**src/rtl/result_report_pkg.sv**
```systemverilog
// rtl/result_report_pkg.sv - shared ASCII codes, baud divisor helper and FSM states for the result reporter
package result_report_pkg;

    localparam logic [7:0] ASCII_0  = 8'h30;
    localparam logic [7:0] ASCII_CR = 8'h0D;
    localparam logic [7:0] ASCII_LF = 8'h0A;
    localparam logic [7:0] ASCII_SP = 8'h20;
    localparam logic [7:0] ASCII_X  = 8'h78;

    typedef enum logic [2:0] {
        IDLE,
        CONVERT,
        SKIPZ,
        SEND_DIGIT,
        SEND_CR,
        SEND_LF,
        SEND_HEX
    } state_t;

    // Rounded to the nearest whole clock count per bit.
    function automatic int calc_div(input int clk_hz, input int baud);
        return int'((longint'(clk_hz) + longint'(baud / 2)) / longint'(baud));
    endfunction

endpackage

```
**src/rtl/result_uart_reporter_tx.sv**
```systemverilog
// rtl/result_uart_reporter_tx.sv - uart_tx_byte: 8N1 byte transmitter, reloadable on the byte_done cycle
module uart_tx_byte
    import result_report_pkg::*;
#(
    parameter int DIV = 2170
) (
    input  logic       clk,
    input  logic       rst_n,
    input  logic [7:0] data,
    input  logic       start,
    output logic       tx,
    output logic       ready,
    output logic       byte_done
);

    localparam int BW = (DIV > 1) ? $clog2(DIV) : 1;

    logic          r_active;
    logic [BW-1:0] r_baud;
    logic [3:0]    r_bit;
    logic [8:0]    r_shift;
    logic          r_tx;
    logic          w_bit_end;
    logic          w_load;

    assign w_bit_end = r_active && (r_baud == BW'(DIV - 1));
    assign byte_done = w_bit_end && (r_bit == 4'd9);
    assign w_load    = start && (!r_active || byte_done);
    assign ready     = !r_active;
    assign tx        = r_tx;

    // r_bit 0 is the start bit, 1..8 data LSB first, 9 the stop bit.
    always_ff @(posedge clk or negedge rst_n) begin
        if (!rst_n) begin
            r_active <= 1'b0;
            r_baud   <= '0;
            r_bit    <= '0;
            r_shift  <= '0;
            r_tx     <= 1'b1;
        end else if (w_load) begin
            r_active <= 1'b1;
            r_baud   <= '0;
            r_bit    <= '0;
            r_shift  <= {1'b1, data};
            r_tx     <= 1'b0;
        end else if (r_active) begin
            if (w_bit_end) begin
                r_baud <= '0;
                if (r_bit == 4'd9) begin
                    r_active <= 1'b0;
                    r_tx     <= 1'b1;
                end else begin
                    r_bit   <= r_bit + 4'd1;
                    r_tx    <= r_shift[0];
                    r_shift <= {1'b1, r_shift[8:1]};
                end
            end else begin
                r_baud <= r_baud + BW'(1);
            end
        end
    end

endmodule

```
**src/rtl/result_uart_reporter.sv**
```systemverilog
// rtl/result_uart_reporter.sv - captures the solver sum on done, prints it in decimal + CR LF over UART
// Optional RESULT_HEX_SUFFIX_EN appends " 0x" and the full-width uppercase hex value before CR.
module result_uart_reporter
    import result_report_pkg::*;
#(
    parameter int CLK_HZ = 250000000,
    parameter int BAUD   = 115200,
    parameter int SUM_W  = 64,
    parameter int DIGITS = 20
) (
    input  logic             clk,
    input  logic             rst_n,
    input  logic [SUM_W-1:0] total_sum,
    input  logic             done,
    output logic             tx,
    output logic             busy,
    output logic             sent
);

    localparam int DIV   = calc_div(CLK_HZ, BAUD);
    localparam int BCD_W = 4 * DIGITS;
    localparam int IW    = $clog2(DIGITS);
    localparam int CW    = $clog2(SUM_W);

    state_t             r_state;
    logic               r_done_q;
    logic               r_busy;
    logic               r_sent;
    logic               r_tail;
    logic [BCD_W-1:0]   r_bcd;
    logic [SUM_W-1:0]   r_bin;
    logic [CW-1:0]      r_cnt;
    logic [IW-1:0]      r_idx;

    logic               w_trigger;
    logic [BCD_W-1:0]   w_bcd_adj;
    logic [BCD_W+SUM_W-1:0] w_next;
    logic [3:0]         w_nib;
    logic               w_send;
    logic               w_start;
    logic               w_ready;
    logic               w_byte_done;
    logic [7:0]         w_data;

`ifdef RESULT_HEX_SUFFIX_EN
    localparam int HEX_DIGITS = SUM_W / 4;
    localparam int HW         = $clog2(HEX_DIGITS + 3);
    logic [SUM_W-1:0] r_raw;
    logic [HW-1:0]    r_hidx;
    logic [HW-1:0]    w_hpos;
    logic [3:0]       w_hnib;

    // Slots 0..2 are " 0x"; slot 3 onward walks the nibbles MS first.
    assign w_hpos = HW'(HEX_DIGITS + 2) - r_hidx;
    assign w_hnib = r_raw[w_hpos*4 +: 4];
`endif

    assign w_trigger = done & ~r_done_q;
    assign w_nib     = r_bcd[r_idx*4 +: 4];
    assign w_next    = {w_bcd_adj, r_bin} << 1;
    assign busy      = r_busy;
    assign sent      = r_sent;

    always_comb begin
        w_bcd_adj = r_bcd;
        for (int i = 0; i < DIGITS; i++) begin
            if (r_bcd[4*i +: 4] >= 4'd5)
                w_bcd_adj[4*i +: 4] = r_bcd[4*i +: 4] + 4'd3;
        end
    end

    // The state names the byte to load next; r_tail marks the LF frame in flight.
    assign w_send  = !r_tail && (r_state == SEND_DIGIT || r_state == SEND_HEX ||
                                 r_state == SEND_CR    || r_state == SEND_LF);
    assign w_start = w_send && (w_ready || w_byte_done);

    always_comb begin
        w_data = ASCII_LF;
        case (r_state)
            SEND_DIGIT: w_data = ASCII_0 + {4'd0, w_nib};
            SEND_CR:    w_data = ASCII_CR;
`ifdef RESULT_HEX_SUFFIX_EN
            SEND_HEX: begin
                if (r_hidx == HW'(0))      w_data = ASCII_SP;
                else if (r_hidx == HW'(1)) w_data = ASCII_0;
                else if (r_hidx == HW'(2)) w_data = ASCII_X;
                else if (w_hnib < 4'd10)   w_data = ASCII_0 + {4'd0, w_hnib};
                else                       w_data = 8'h37 + {4'd0, w_hnib};
            end
`endif
            default:    w_data = ASCII_LF;
        endcase
    end

    always_ff @(posedge clk or negedge rst_n) begin
        if (!rst_n) begin
            r_state  <= IDLE;
            r_done_q <= 1'b0;
            r_busy   <= 1'b0;
            r_sent   <= 1'b0;
            r_tail   <= 1'b0;
            r_bcd    <= '0;
            r_bin    <= '0;
            r_cnt    <= '0;
            r_idx    <= '0;
`ifdef RESULT_HEX_SUFFIX_EN
            r_raw    <= '0;
            r_hidx   <= '0;
`endif
        end else begin
            r_done_q <= done;
            r_sent   <= 1'b0;
            case (r_state)
                IDLE: begin
                    if (w_trigger) begin
                        r_bin   <= total_sum;
                        r_bcd   <= '0;
                        r_cnt   <= '0;
                        r_busy  <= 1'b1;
                        r_state <= CONVERT;
`ifdef RESULT_HEX_SUFFIX_EN
                        r_raw   <= total_sum;
`endif
                    end
                end
                CONVERT: begin
                    {r_bcd, r_bin} <= w_next;
                    r_cnt <= r_cnt + CW'(1);
                    if (r_cnt == CW'(SUM_W - 1)) begin
                        r_idx   <= IW'(DIGITS - 1);
                        r_state <= SKIPZ;
                    end
                end
                SKIPZ: begin
                    if (w_nib == 4'd0 && r_idx != '0) r_idx <= r_idx - IW'(1);
                    else                              r_state <= SEND_DIGIT;
                end
                SEND_DIGIT: begin
                    if (w_start) begin
                        if (r_idx == '0) begin
`ifdef RESULT_HEX_SUFFIX_EN
                            r_hidx  <= '0;
                            r_state <= SEND_HEX;
`else
                            r_state <= SEND_CR;
`endif
                        end else begin
                            r_idx <= r_idx - IW'(1);
                        end
                    end
                end
`ifdef RESULT_HEX_SUFFIX_EN
                SEND_HEX: begin
                    if (w_start) begin
                        if (r_hidx == HW'(HEX_DIGITS + 2)) r_state <= SEND_CR;
                        else                               r_hidx  <= r_hidx + HW'(1);
                    end
                end
`endif
                SEND_CR: begin
                    if (w_start) r_state <= SEND_LF;
                end
                SEND_LF: begin
                    if (w_start) begin
                        r_tail <= 1'b1;
                    end else if (r_tail && w_byte_done) begin
                        r_tail  <= 1'b0;
                        r_sent  <= 1'b1;
                        r_busy  <= 1'b0;
                        r_state <= IDLE;
                    end
                end
                default: r_state <= IDLE;
            endcase
        end
    end

    uart_tx_byte #(
        .DIV(DIV)
    ) u_tx (
        .clk       (clk),
        .rst_n     (rst_n),
        .data      (w_data),
        .start     (w_start),
        .tx        (tx),
        .ready     (w_ready),
        .byte_done (w_byte_done)
    );

endmodule

```
**config.mk**
```make
export PLATFORM = sky130hd
export DESIGN_NAME = result_uart_reporter
export DESIGN_NICKNAME = d
export VERILOG_FILES = /design/src/rtl/result_report_pkg.sv /design/src/rtl/result_uart_reporter_tx.sv /design/src/rtl/result_uart_reporter.sv
export SDC_FILE = /design/constraint.sdc
export NUM_CORES = 1
export LEC_CHECK = 0
export ABC_CLOCK_PERIOD_IN_PS = 6400
export CAP_MARGIN = 20
export CORE_AREA = 2 2 164 166
export CTS_CLUSTER_DIAMETER = 150
export DETAILED_ROUTE_END_ITERATION = 10
export DIE_AREA = 0 0 166 168
export PLACE_DENSITY = 0.66
export SKIP_LAST_GASP = 1
export SYNTH_ARGS = -nofsm -noshare
export SYNTH_HDL_FRONTEND = slang
export SYNTH_HIERARCHICAL = 1
export SYNTH_SLANG_ARGS = --single-unit
```
**constraint.sdc**
```tcl
create_clock -name clk -period 6.4 [get_ports clk]
set_clock_uncertainty 0.2 [all_clocks]
set_input_delay 1.6 -clock clk [delete_from_list [all_inputs] [get_ports clk]]
set_output_delay 1.6 -clock clk [all_outputs]
set_load 0.05 [all_outputs]
```
**Metal layers overlaid**

Two of the layers only.
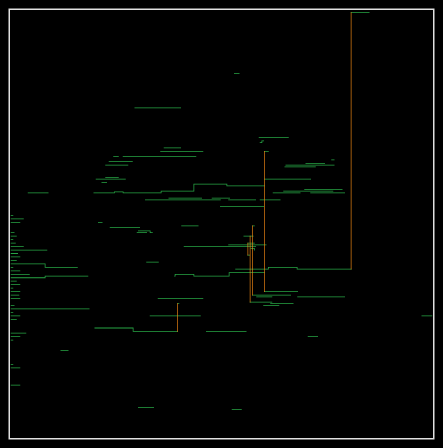
| layer | color | wire length |
|---|---|---|
| met4 | orange | 224 µm |
| met3 | green | 947 µm |
Avg WL per Cell: 16.1 µm
Total Routing Usage GR: 17.1%
DRT Wirelength: 23,600 µm
Vias: 8,180

**Congestion heat map**

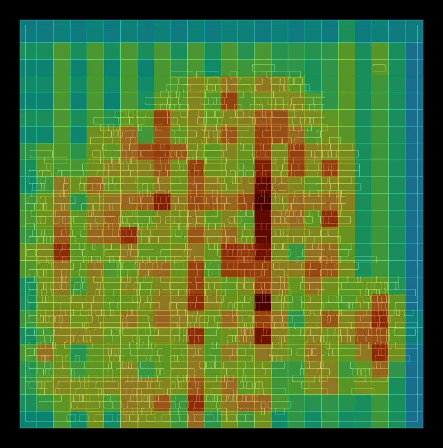
Final Util: 45.0%
met3 usage: 3.15%
M1 GR Usage: 23.8%
GRT met2 Usage: 27.8%
GRT busiest layer: met2

==> reports/metrics.csv <==
stage,metric,value,unit
clock_network,CTS tree,yes,
drt,Routed Antenna Nets,0,
pwr,Clk. pwr,1.10,mW
worst_setup_path,CP startpoint kind,register,
pwr,P_int,1.77,mW
clock_network,CTS Root Cell,clkbuf_16,
synthesis,Simple-Gate Area Share,14.1,%
synthesis,Netlist cell types,68,
timing,setup TNS,0,ns
synthesis,main flop type,dfrtp_1,
synthesis,Syn Inst Count,1080,
clock_network,Late-Pin Clk Latency,0.44,ns
final_layout,fillers,2495,
die,IO Count,70,
synthesis,Post-synth EDFFs,0,
global_route,grt ovf,0,
drt,drt first pass iters,5,
worst_setup_path,FF-to-FF setup slack,2.74,ns
outcome,status,finished clean,
synthesis,Yosys top cell by area,dfrtp_1,
synthesis,XOR/XNOR Fraction of Synth Area,4.18,%
timing,relative slew slack,34.7,%
final_layout,Logic area,5080,µm²
timing,Fin. Hold Viols,0,
run,tool warnings,54,
synthesis,comb area leader,AND-OR/OR-AND gates,
timing,RSZ-0062 raised after global routing,no,
die,Die ar.,27900,µm²
worst_setup_path,Top delay family on crit path,AND-OR/OR-AND gates,
die,Rows,60,
worst_setup_path,CP Class,reg2reg,
timing,fmax,0.273,GHz
timing,final period utilization,57.2,%
clock_network,# H-tree levels,4,
drt,DRT iter0 DRCs,561,
synthesis,yosys cell count,1080,
synthesis,synthesized cell area,10300,µm²
run,max cap viols,0,
final_layout,Reg area,4730,µm²
die,die width,166,µm
worst_setup_path,Crit path arrival time,3.75,ns
final_layout,diodes inserted,0,
pwr,sw frac,25.1,%
place,dpl cell area,11200,µm²
**M4 wires**

Bar = 50 µm.
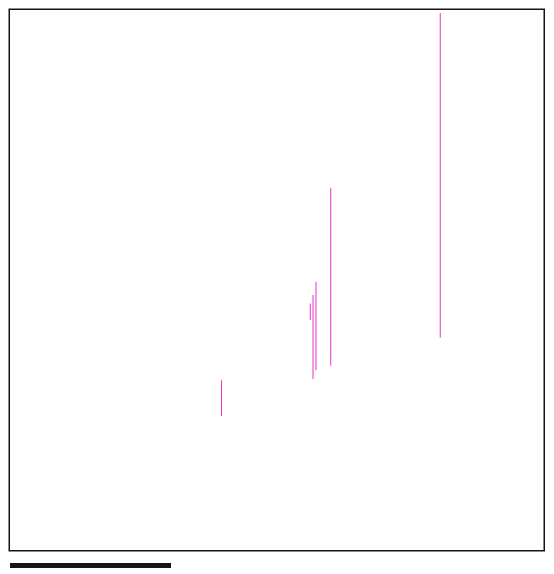
wire length on this layer: 224 µm
nets with wire on the layer: 5
share of all routed wire: 0.95%

**Logic cells by family**

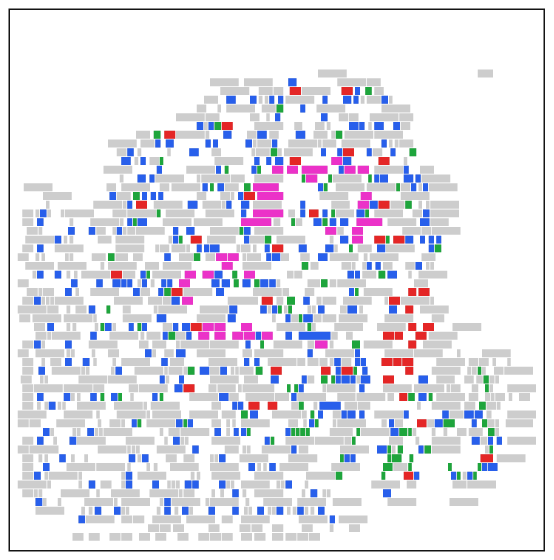
| family | color | cells | most used |
|---|---|---|---|
| multiplexers | magenta | 34 | mux2i_1 |
| AND-OR and OR-AND gates | red | 44 | a32o_1 |
| inverting AOI/OAI gates | blue | 281 | o22ai_1 |
| NAND gates | green | 104 | nand2_1 |

[path summary, 6_finish.rpt]
kind / startpoint / to / cells past startpoint
max in group asynchronous: rst_n / r_bin[37]$_DFFE_PN0P_ / 2
worst max register to register: u_tx/r_baud[1]$_DFFE_PN0P_ / r_state[1]$_DFFE_PN0P_ / 12
worst min-delay path: r_bin[63]$_DFFE_PN0P_ / r_bcd[0]$_DFFE_PN0P_ / 2
worst min register to register: r_bin[63]$_DFFE_PN0P_ / r_bcd[0]$_DFFE_PN0P_ / 2
min in group asynchronous: rst_n / r_bcd[61]$_DFFE_PN0P_ / 1
worst max-delay path: u_tx/r_baud[1]$_DFFE_PN0P_ / r_state[1]$_DFFE_PN0P_ / 12
[stage by stage]
stage | util (%) | cells
finish | 45.0 | 1469
global route | 45.0 | 1469
CTS | 44.9 | 1468
detailed placement | 42.5 | 1436
global placement | 42.5 | 1436
floorplan | - | 1081
[registers in the layout, summed over array words and instances, names as in the netlist]
signal,count
r_bcd,80
r_bin,64
u_tx/r_baud,12
u_tx/r_shift,9
r_cnt,6
r_idx,5
u_tx/r_bit,4
r_state,3
busy,1
r_done_q,1
r_tail,1
sent,1
u_tx/r_active,1
u_tx/tx,1
[per-layer routing]
metal / part of all wire [%] / global-route usage (%) / vias to the layer above
met1: 48 / 23.8 / 4042
li1: - / - / 3967
met5: 0 / 0 / -
met2: 47 / 27.8 / 156
met3: 4.0 / 3.15 / 15
met4: 0.95 / 3.97 / 0
[layout make-up]
type	instances	area share, %
Clock buffer	17	3.58
Clock inverter	15	1.70
Inverter	54	1.71
Multi-Input combinational cell	775	42.8
Sequential cell	189	39.9
Tap cell	341	3.60
Timing Repair Buffer	78	6.70
No activity file was given, so power comes from the tool's default toggle rates.
